File: src/rtl/fetch_pkg.sv
// fetch_pkg: shared state encoding and default widths for the fetch stage.
package fetch_pkg;
    localparam int PC_W    = 8;
    localparam int INSTR_W = 16;
    typedef enum logic [1:0] {
        IDLE    = 2'b00,
        REQ     = 2'b01,
        DELIVER = 2'b10
    } state_t;
endpackage

File: src/rtl/fetch_pc_counter.sv
// pc_counter: program counter with branch load, increment and hold.
module pc_counter
    import fetch_pkg::*;
#(
    parameter int                WIDTH    = PC_W,
    parameter logic [WIDTH-1:0]  RESET_PC = '0
) (
    input  logic             clk,
    input  logic             rst,
    input  logic             load,
    input  logic             inc,
    input  logic [WIDTH-1:0] target,
    output logic [WIDTH-1:0] pc,
    output logic [WIDTH-1:0] nxt
);
    assign nxt = load ? target : inc ? pc + 1'b1 : pc;
    always_ff @(posedge clk or negedge rst) begin
        if (!rst) pc <= RESET_PC;
        else      pc <= nxt;
    end
endmodule

File: src/rtl/fetch_unit.sv
// fetch_unit: PC sequencing, memory request/ack handshake and delivery
// of fetched words to the instruction register.
module fetch_unit
    import fetch_pkg::*;
#(
    parameter int                   PC_WIDTH    = PC_W,
    parameter int                   INSTR_WIDTH = INSTR_W,
    parameter logic [PC_WIDTH-1:0]  RESET_PC    = '0
) (
    input  logic                   clk,
    input  logic                   rst,
    input  logic                   en,
    input  logic                   stall,
    input  logic                   branch_valid,
    input  logic [PC_WIDTH-1:0]    branch_target,
    output logic                   mem_req,
    output logic [PC_WIDTH-1:0]    mem_addr,
    input  logic                   mem_ack,
    input  logic [INSTR_WIDTH-1:0] mem_rdata,
    output logic                   ir_w_en,
    output logic [INSTR_WIDTH-1:0] ir_d,
    output logic [PC_WIDTH-1:0]    ir_pc,
    output logic [PC_WIDTH-1:0]    pc,
    output logic                   busy
);
    state_t                 state, state_nxt;
    logic                   redirect_pend, accept;
    logic [PC_WIDTH-1:0]    req_addr, pc_nxt;
    logic [INSTR_WIDTH-1:0] buffer;

    pc_counter #(.WIDTH(PC_WIDTH), .RESET_PC(RESET_PC)) u_pc (
        .clk    (clk),
        .rst    (rst),
        .load   (branch_valid),
        .inc    (ir_w_en),
        .target (branch_target),
        .pc     (pc),
        .nxt    (pc_nxt)
    );

    always_comb begin
        state_nxt = state;
        ir_w_en   = 1'b0;
        accept    = 1'b0;
        case (state)
            IDLE: state_nxt = en ? REQ : IDLE;
            REQ: begin
                accept    = mem_ack && !redirect_pend && !branch_valid;
                state_nxt = !mem_ack ? REQ : accept ? DELIVER : en ? REQ : IDLE;
            end
            DELIVER: begin
                ir_w_en   = !stall && !branch_valid;
                state_nxt = (ir_w_en || branch_valid) ? (en ? REQ : IDLE) : DELIVER;
            end
            default: state_nxt = IDLE;
        endcase
    end

    // req_addr freezes the address of an outstanding request across redirects
    assign mem_req  = state == REQ;
    assign mem_addr = mem_req ? req_addr : pc;
    assign busy     = state != IDLE;
    assign ir_d     = buffer;
    assign ir_pc    = pc;

    always_ff @(posedge clk or negedge rst) begin
        if (!rst) begin
            state         <= IDLE;
            redirect_pend <= 1'b0;
            req_addr      <= RESET_PC;
            buffer        <= '0;
        end else begin
            state <= state_nxt;
            if (state == REQ) redirect_pend <= mem_ack ? 1'b0 : (redirect_pend || branch_valid);
            if (accept) buffer <= mem_rdata;
            else if (state == DELIVER && branch_valid) buffer <= '0;
            if (state_nxt == REQ && (state != REQ || mem_ack)) req_addr <= pc_nxt;
        end
    end
endmodule

File: config.mk
export PLATFORM = sky130hd
export DESIGN_NAME = fetch_unit
export DESIGN_NICKNAME = d
export VERILOG_FILES = /design/src/rtl/fetch_pkg.sv /design/src/rtl/fetch_pc_counter.sv /design/src/rtl/fetch_unit.sv
export SDC_FILE = /design/constraint.sdc
export NUM_CORES = 1
export LEC_CHECK = 0
export CAP_MARGIN = 15
export CELL_PAD_IN_SITES_DETAIL_PLACEMENT = 0
export CELL_PAD_IN_SITES_GLOBAL_PLACEMENT = 1
export CORE_MARGIN = 1
export CORE_UTILIZATION = 31
export DETAILED_ROUTE_END_ITERATION = 8
export PLACE_DENSITY_LB_ADDON = 0.15
export SYNTH_ARGS = -nofsm -noshare
export SYNTH_HDL_FRONTEND = slang
export SYNTH_SLANG_ARGS = --single-unit
export TNS_END_PERCENT = 1
File: constraint.sdc
create_clock -name clk -period 2.4 [get_ports clk]
set_input_delay 0.24 -clock clk [delete_from_list [all_inputs] [get_ports clk]]
set_output_delay 0.24 -clock clk [all_outputs]
set_load 0.005 [all_outputs]
**Run 1: PDN straps and rails**

Bar = 20 microns. Pins as bars on the die edge. Tap cells in grey.
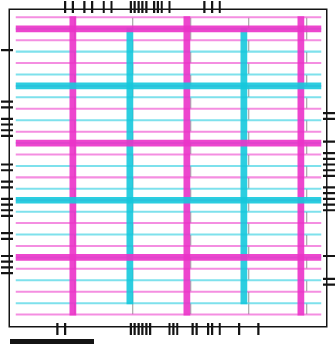
[cyan] VDD
[magenta] VSS
met5 straps: 5
tap cells: 70
rows: 26
met1 rails: 27
VDD IR max: 0.000427 V
Die X: 75.2 microns

**Run 1: cells coloured by class**

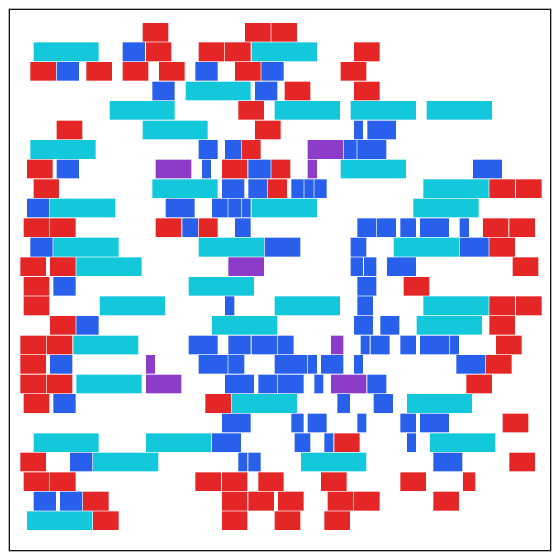
[blue] all other logic | cells: 88 | share of their area: 28%
[red] other buffers and delay cells | cells: 76 | share of their area: 31%
[cyan] flip-flops | cells: 35 | share of their area: 37%
[purple] clock drivers and dummy loads | cells: 8 | share of their area: 3.4%
Placement Rows: 26
final instance area: 0.00246 sq mm
sequential cell area share: 35.6%

**Run 1: clock network drawn from the DEF**

Bar = 20 microns.
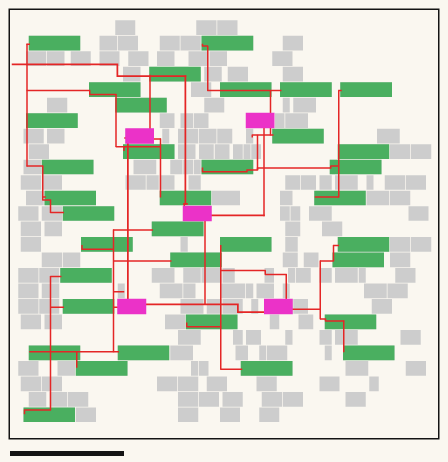
[green] flip-flops | count: 35
[magenta] cells driving clock nets | count: 5
[red] clock wires | length: 527 microns
routed clock nets: 6
flops lie: spread over the die
clk latency late pin: 0.29 ns
Clock power frac: 18.9%
Worst Clk Skew: 0.00261 ns
P_clk: 0.000414 W

==> results.toml, run 1 <==
# generated from flow reports
[layout]
final_layout_top_logic_cells = "clkdlybuf4s50_1 (71), dfrtp_1 (35), a22o_1 (16), mux2_2 (14)"
antenna_cells = 0
clkCellAreaFrac_pct = 3.31
final_util_pct = 47.8
sh_comb_area_pct = 26.6
drive_gt1_share_pct = 15.5
syn_to_final_growth_pct = 48.1
fillers = 510
finalNonFillerCells = 277
buffers = 76
largest_class = "sequential cells"

[pwr]
power.density_mw_per_mm2 = 890
leakagePower_nw = 1.03
seq_power_share_pct = 41.9
switching_share_pct = 27.4
p_comb_w = 0.000857

[critical_path]
max_stage_delay_ns = 0.57
reg2regPathDepth = 4
criticalPathCategory = "register to primary output"
arrival_ns = 2.04
critical-path-top-delay-family = "buffers and inverters"
r2r-end = "req_addr[7]"
crit_path_cell_trace = "or4b_4, inv_1, clkdlybuf4s50_1"
startpoint_type = "register"
critPathBufInv = 2
worstPathMaxFanout = 12
reg2reg_slack_ns = 0.35
cp_slowest_cell = "or4b_4"

[final_timing]
timing.hold.ws_ns = 0.0343
min_period_over_period_pct = 95.2
worst_pin_slew_ns = 0.792
rsz0062_at_grt = "false"
fmax_mhz = 438
finalWorstSetupSlack_ns = 0.115
finalSetupViolations = 0
min_period_ns = 2.28

[global_routing]
gr-usage-met1_pct = 19.2
grt_pass1_wl_mm = 6.47
grt-busiest-layer = "met2"
grtUsageTotal_pct = 15.8
grt_max_degree = 36
grtUsageMet2_pct = 26.4

[synth]
netlist_logic_family_top = "AND-OR/OR-AND gates"
ys_cells = 139
fp_nets = 170
synth.distinct_cells = 38
ys_seq_share_pct = 52.8
synth.avg_cell_area_sq_um = 11.9
simple_gate_share_pct = 9.72
syn_inst = 139
async_flop_share_pct = 100
syn_area_sq_mm = 0.00166
topCellsByArea = "dfrtp_1 (53%), mux2_2 (9.5%), a22o_1 (8.4%)"
yosys.area_share.aoi_pct = 18.2
numSynthFlops = 35

[clock_tree]
clk_pin_slew_worst_paths_ns = 0.07
post_cts_buffers = 0
cts-hold-fix-buffers = 0
numCtsBuffers = 5

[route]
vias = 1361
drc_errors = 0
avgViaCountPerCell = 4.91
dr.max_layer_used = "met4"
avgRoutedWirePerCell_microns = 14.8
ant_nets = 0
wirelength_mm = 4.10
wl_met1_mm = 1.72

[run_status]
status = "completed"

[flow_run]
warnings = 26

[floorplan]
dieArea_sq_mm = 0.00565
fp-utilization_pct = 32.3

[placed_design]
placed_area_sq_mm = 0.00238
place_inst = 269
gp_congestion = 0.775
## Run 2: what changed since run 1
--- a/config.mk
+++ b/config.mk
@@ -10,6 +10,7 @@
 export CELL_PAD_IN_SITES_GLOBAL_PLACEMENT = 1
 export CORE_MARGIN = 1
 export CORE_UTILIZATION = 31
+export CTS_CLUSTER_SIZE = 12
 export DETAILED_ROUTE_END_ITERATION = 8
 export PLACE_DENSITY_LB_ADDON = 0.15
 export SYNTH_ARGS = -nofsm -noshare
**Run 2: clock network drawn from the DEF**

Bar = 20 microns.
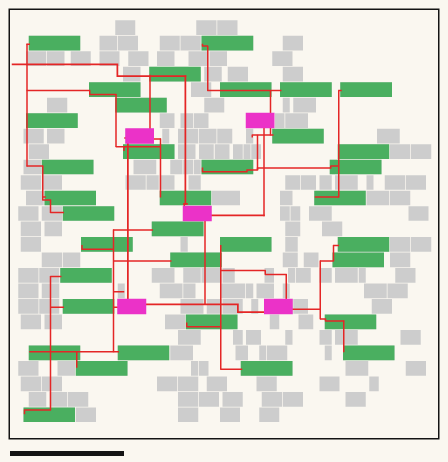
[red] clock wires | length: 527 microns
[green] flip-flops | count: 35
[magenta] cells driving clock nets | count: 5
routed clock nets: 6

**Run 2: signal wires by layer**

Bar = 20 microns. Only two layers are drawn.
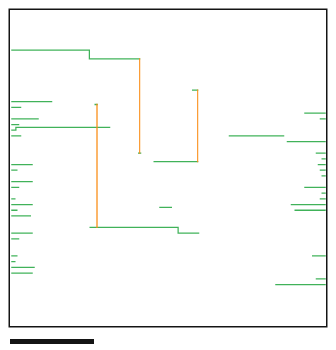
[orange] met4 | wire length: 68.7 microns
[green] met3 | wire length: 234 microns
Wirelength per Cell: 14.8 microns
vias: 1,361
final WL: 4.10 mm

**Run 2: the clock network**

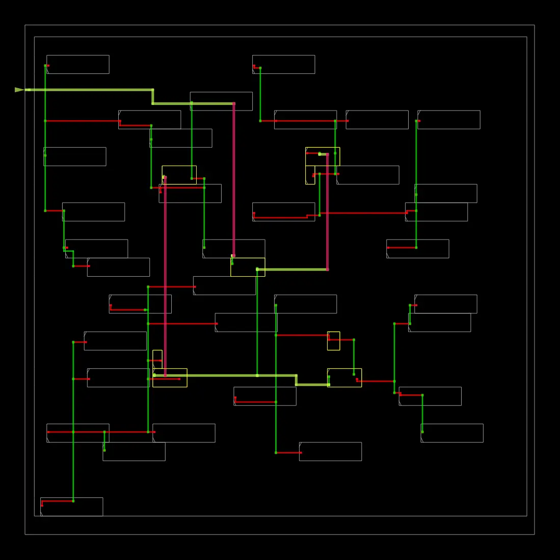
clock sink count: 35
flop count: 35
layout clock buffer count: 7
CTS Buf Count: 5

==> run 2 against run 1 <==
Against the previous run: via count stayed put; synthesized area is the same; flip-flop count is the same; utilization unchanged; final area is the same; combinational power about the same; synthesized cell count stayed put; first-iteration DRC count did not move; maximum frequency is the same; clock power hardly changed; cell count is the same; die area unchanged; critical path type unchanged; critical endpoint unchanged.
==> results.toml, run 2 <==
# generated from flow reports
[placed_design]
dp_hpwl_mm = 2.88
place_inst = 269
gp_congestion = 0.775
placed_area_sq_mm = 0.00238

[clock_tree]
clk_pin_slew_worst_paths_ns = 0.07
cts_root_buffer = "clkbuf_8"
clock_latency_ns = 0.29
cts_resized = 0
post_cts_buffers = 0
cts-hold-fix-buffers = 0

[layout]
fillers = 510
buffers = 76
largest_reg_flops = 16
final_layout_top_logic_cells = "clkdlybuf4s50_1 (71), dfrtp_1 (35), a22o_1 (16), mux2_2 (14)"
largest_class = "sequential cells"
clkCellAreaFrac_pct = 3.31
syn_to_final_growth_pct = 48.1
antenna_cells = 0
final_area_sq_mm = 0.00246
n_all_inverters = 4
lay_top_count = "clkdlybuf4s50_1"
nets = 237
finalNonFillerCells = 277
final-seq-area_sq_um = 876
sh_comb_area_pct = 26.6
final_util_pct = 47.8
sh_seq_area_pct = 35.6
drive_gt1_share_pct = 15.5

[route]
avgViaCountPerCell = 4.91
dr.max_layer_used = "met4"
drc_errors = 0
wl_met1_mm = 1.72
ant_nets = 0
met2_length_mm = 2.07

[synth]
syn_area_sq_mm = 0.00166
yosys.area_share.aoi_pct = 18.2
top_area_cell = "dfrtp_1"
async_flop_share_pct = 100
netlist_logic_family_top = "AND-OR/OR-AND gates"
topCellsByArea = "dfrtp_1 (53%), mux2_2 (9.5%), a22o_1 (8.4%)"
ys_seq_share_pct = 52.8
simple_gate_share_pct = 9.72
netlist.area_leader.share_pct = 52.8
numSynthFlops = 35
synth.distinct_cells = 38
syn_inst = 139
ys_cells = 139
synth.avg_cell_area_sq_um = 11.9
fp_nets = 170

[global_routing]
grtUsageTotal_pct = 15.8
grt_pass1_wl_mm = 6.47
grt-busiest-layer = "met2"
gr-usage-met1_pct = 19.2
gr-total-overflow = 0
grt_max_degree = 36
grtUsageMet2_pct = 26.4
grt_util_met3_pct = 3.75

[floorplan]
fp-utilization_pct = 32.3
rows = 26
dieArea_sq_mm = 0.00565
die_w_microns = 75.2
tap_cells = 70
core_sq_mm = 0.00514

[final_timing]
min_period_over_period_pct = 95.2
drv_slew = 0
timing.hold.ws_ns = 0.0343
worst_pin_slew_ns = 0.792
finClkSkew_ns = 0.00261
rsz0062_at_grt = "false"
max_slew_margin_pct = 47.2
fmax_mhz = 438
min_period_ns = 2.28
finalWorstSetupSlack_ns = 0.115
finalSetupViolations = 0
finalHoldViolCount = 0

[critical_path]
criticalPathCategory = "register to primary output"
crit_end = "ir_w_en"
path_depth = 3
critPathBufInv = 2
critical-path-top-delay-family = "buffers and inverters"
reg2regPathDepth = 4
startpoint_type = "register"
r2r-end = "req_addr[7]"
worstPathMaxFanout = 12
max_stage_delay_ns = 0.57
crit_path_cell_trace = "or4b_4, inv_1, clkdlybuf4s50_1"
reg2reg_slack_ns = 0.35
arrival_ns = 2.04
cp_slowest_cell = "or4b_4"

[pwr]
power.group.top = "sequential cells"
seq_power_share_pct = 41.9
power.density_mw_per_mm2 = 890
clkPwrFrac_pct = 18.9
switching_share_pct = 27.4
clk-power_w = 0.000414
peakVddDrop_v = 0.000427
leakagePower_nw = 1.03
pwr-share-comb_pct = 39.1
p_comb_w = 0.000857

[run_status]
status = "completed"

[flow_run]
warnings = 26
Power is estimated from default activity; no workload was simulated.
